--- src/rtl/mixed_radix_counter.sv ---
// Cascaded N-digit mixed-radix counter with per-digit terminal values,
// up/down counting, clamped parallel load and wrap-or-saturate behaviour.
// Drives display digit muxes and chains onward through the combinational CE.
module mixed_radix_counter #(
    parameter int          NUM_DIGITS = 4,
    parameter logic [31:0] MAX_LIST   = 32'h0000_9599
) (
    input  logic                      CLK,
    input  logic                      Reset,
    input  logic                      INC,
    input  logic                      DOWN,
    input  logic                      WRAP,
    input  logic                      LOAD,
    input  logic [4*NUM_DIGITS-1:0]   LOAD_VAL,
    output logic [4*NUM_DIGITS-1:0]   Q,
    output logic                      CE,
    output logic                      AT_MAX,
    output logic                      AT_ZERO,
    output logic                      SAT
);

    logic [4*NUM_DIGITS-1:0] q_q, q_d;
    logic                    sat_q, sat_d;
    logic                    at_max;
    logic                    at_zero;
    logic                    terminal;

    // Terminal detection works on the registered count only.
    always_comb begin
        at_max = 1'b1;
        for (int i = 0; i < NUM_DIGITS; i++) begin
            if (q_q[4*i +: 4] != MAX_LIST[4*i +: 4]) begin
                at_max = 1'b0;
            end
        end
        at_zero  = (q_q == '0);
        terminal = DOWN ? at_zero : at_max;
    end

    // Next-state: load clamps each digit to its terminal value; counting
    // ripples a carry/borrow up from digit 0, which also yields the wrap.
    always_comb begin
        logic       carry;
        logic [3:0] dig;
        logic [3:0] mx;
        q_d   = q_q;
        sat_d = sat_q;
        carry = 1'b1;
        dig   = '0;
        mx    = '0;
        if (LOAD) begin
            sat_d = 1'b0;
            for (int i = 0; i < NUM_DIGITS; i++) begin
                mx  = MAX_LIST[4*i +: 4];
                dig = LOAD_VAL[4*i +: 4];
                q_d[4*i +: 4] = (dig > mx) ? mx : dig;
            end
        end else if (INC) begin
            if (terminal && !WRAP) begin
                sat_d = 1'b1;
            end else begin
                for (int i = 0; i < NUM_DIGITS; i++) begin
                    mx  = MAX_LIST[4*i +: 4];
                    dig = q_q[4*i +: 4];
                    if (carry) begin
                        if (DOWN) begin
                            q_d[4*i +: 4] = (dig == 4'd0) ? mx : dig - 4'd1;
                        end else begin
                            q_d[4*i +: 4] = (dig == mx) ? 4'd0 : dig + 4'd1;
                        end
                    end
                    carry = carry & (DOWN ? (dig == 4'd0) : (dig == mx));
                end
            end
        end
    end

    // State registers; reset has top priority over load and count.
    always_ff @(posedge CLK) begin
        if (Reset) begin
            q_q   <= '0;
            sat_q <= 1'b0;
        end else begin
            q_q   <= q_d;
            sat_q <= sat_d;
        end
    end

    // Outputs; CE is independent of WRAP so chained stages see every terminal step.
    always_comb begin
        Q       = q_q;
        SAT     = sat_q;
        AT_MAX  = at_max;
        AT_ZERO = at_zero;
        CE      = INC & ~LOAD & ~Reset & terminal;
    end

endmodule

--- config.mk ---
export PLATFORM = sky130hd
export DESIGN_NAME = mixed_radix_counter
export DESIGN_NICKNAME = d
export VERILOG_FILES = /design/src/rtl/mixed_radix_counter.sv
export SDC_FILE = /design/constraint.sdc
export NUM_CORES = 1
export LEC_CHECK = 0
export CAP_MARGIN = 20
export CORE_MARGIN = 2
export CORE_UTILIZATION = 54
export DETAILED_ROUTE_END_ITERATION = 8
export PLACE_DENSITY = 0.95
export RECOVER_POWER = 25
export REMOVE_ABC_BUFFERS = 1
export SLEW_MARGIN = 10
export SYNTH_ARGS = -nofsm -noshare
export SYNTH_HDL_FRONTEND = slang
export SYNTH_SLANG_ARGS = --single-unit
export TNS_END_PERCENT = 10
--- constraint.sdc ---
create_clock -name CLK -period 3.4 [get_ports CLK]
set_input_delay 0.68 -clock CLK [delete_from_list [all_inputs] [get_ports CLK]]
set_output_delay 0.68 -clock CLK [all_outputs]
set_load 0.01 [all_outputs]
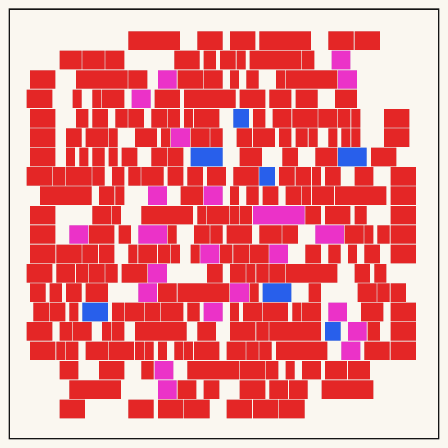
**Above:** cells by drive strength.
x1 and smaller -> red  # cells 243, share 89%
x2 -> blue  # cells 7, share 2.6%
x3 and x4 -> magenta  # cells 22, share 8.1%

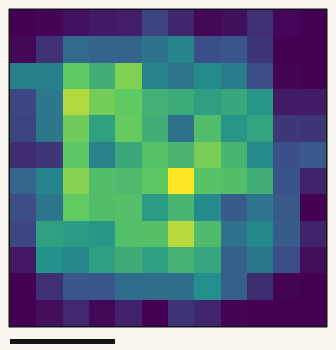
**Above:** wire density map.
The bar under the picture is 20 um long. The die is cut into 12 by 12 equal tiles; dark purple is low, yellow is high, scaled to the fullest tile. Values are wire area over tile area, all layers added.
nearly empty tiles = 15%
fullest tile = 0.59
tiles over half the peak = 35%
mean over tiles = 0.22
densest ninth of the die = center

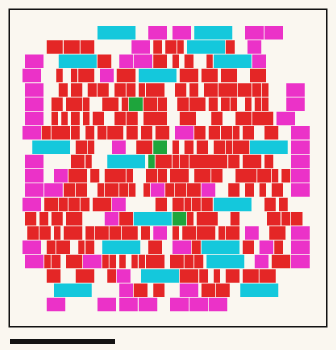
**Above:** cells colored by class.
The bar under the picture is 20 um long.
remaining buffers and delay cells -> magenta  # cells 57
clock drivers and dummy loads -> green  # cells 4
registers -> cyan  # cells 17
remaining logic cells -> red  # cells 194

[path summary, 6_finish.rpt]
check,from,end,slack (ns),depth (start not counted)
setup reg to reg,Q[8],Q[10],0.89,6
hold reg to reg,SAT,SAT,0.49,1
setup / recovery,Q[4],CE,0.13,5
hold / removal,SAT,SAT,0.49,1
[layout by cell type (no fill, tap or decap), types with 2 or more instances in the layout]
cell type / instances
a221o_1: 3
nand2_1: 18
dfxtp_1: 17
or3_1: 5
a21boi_0: 2
or4_4: 2
o22ai_1: 3
xor2_1: 3
and3b_1: 2
nor4_1: 6
nor2_1: 17
nand3_1: 9
and2_1: 3
nand2b_1: 6
clkbuf_4: 3
or3b_1: 2
nand3b_1: 11
o21ai_0: 18
o311ai_0: 2
o221ai_1: 3
a311oi_1: 2
or2_2: 3
dlygate4sd3_1: 8
nor4b_1: 2
inv_1: 6
buf_4: 16
a311o_1: 2
and3_1: 3
nor3b_1: 5
o311a_1: 4
a21oi_1: 6
xnor2_1: 2
clkdlybuf4s50_1: 33
nor3_1: 10
nor2b_1: 6
nand4_1: 6
[worst reg2reg max path: stages, from the launching register on]
cell       delay (ns)
dfxtp_1          0.33
buf_4            0.18
or4b_1           0.56
or3_1            0.38
o22ai_4          0.41
nor4_1           0.13
a2111oi_1        0.40
[report_power, final]
group	internal [mW]	leakage (nW)	switching, mW
logic	0.111	0.666	0.111
registers	0.211	0.140	0.0169
clock network	0.0458	0.0150	0.0745
[metrics by stage]
stage / util / cells / hold slack, ns
floorplan: - / 211 / 0.5225
global placement: 0.7157 / 312 / 0.4663
detailed placement: 0.7157 / 312 / 0.4668
CTS: 0.7244 / 316 / 0.4941
global route: 0.7244 / 316 / 0.5162
finish: 0.7244 / 316 / 0.4872
[state kept, by name, summed over array words and instances, names as in the netlist]
register and flops:
Q 16, SAT 1
==> impl_metrics.csv <==
group,metric,value,unit
outcome,status,"finished clean",
routing,wl_per_cell,15.37,um
routing,wirelength,4.857,mm
finish,filler_cell_count,261,
sta,postLayoutSetupSlackWorst,0.1271,ns
sta,post-route-period-util,0.9626,
finish,logic_area,1219,um2
finish,comb-cell-share,0.5556,
routing,antenna_left,0,
finish,logic_gate_count,188,
critical_path,critPathLaunchType,"register",
grt,grt_pass1_wl,8.093,mm
finish,drive_above_1_share,0.1066,
yosys,area_leaders,"dfxtp_1 20%, o21ai_0 5.3%, nand3b_1 4.9%, nand2_1 4.0%, nor2_1 3.8%",
finish,antenna_cells,0,
critical_path,critPathTopFamily,"simple AND/OR/NAND/NOR gates",
critical_path,required,2.72,ns
placement,place_hpwl,3.577,mm
critical_path,cpPeakStageDelay,0.61,ns
flow_run,maxCapViolCount,0,
grt,grt.busiest_layer,"met2",
yosys,ys_cells,236,
critical_path,critPathMaxFanout,13,
sta,fin_crit,3.273,ns
yosys,ys_sh_mux,0.01253,
power,vdd_drop_max,0.1477,mV
grt,grt_pass1_vias,1732,
floorplanning,core_area,3028,um2
floorplanning,die_h,60.08,um
yosys,edf_count,0,
yosys,syn_area,1698,um2
yosys,yosys-top-cells-count,"18 x nand2_1, 18 x o21ai_0, 17 x dfxtp_1, 17 x nor2_1, 16 x clkbuf_1",
clocking,cts_max_path_buffers,2,
yosys,synthDistinctLibCells,58,
clocking,cts_made_buffers,3,
floorplanning,placementRows,20,
routing,wl_met1,2.154,mm
placement,placedInstanceArea,2167,um2
finish,design_area,2193,um2
yosys,xor_share,0.02579,
No activity file was given, so power comes from the tool's default toggle rates.
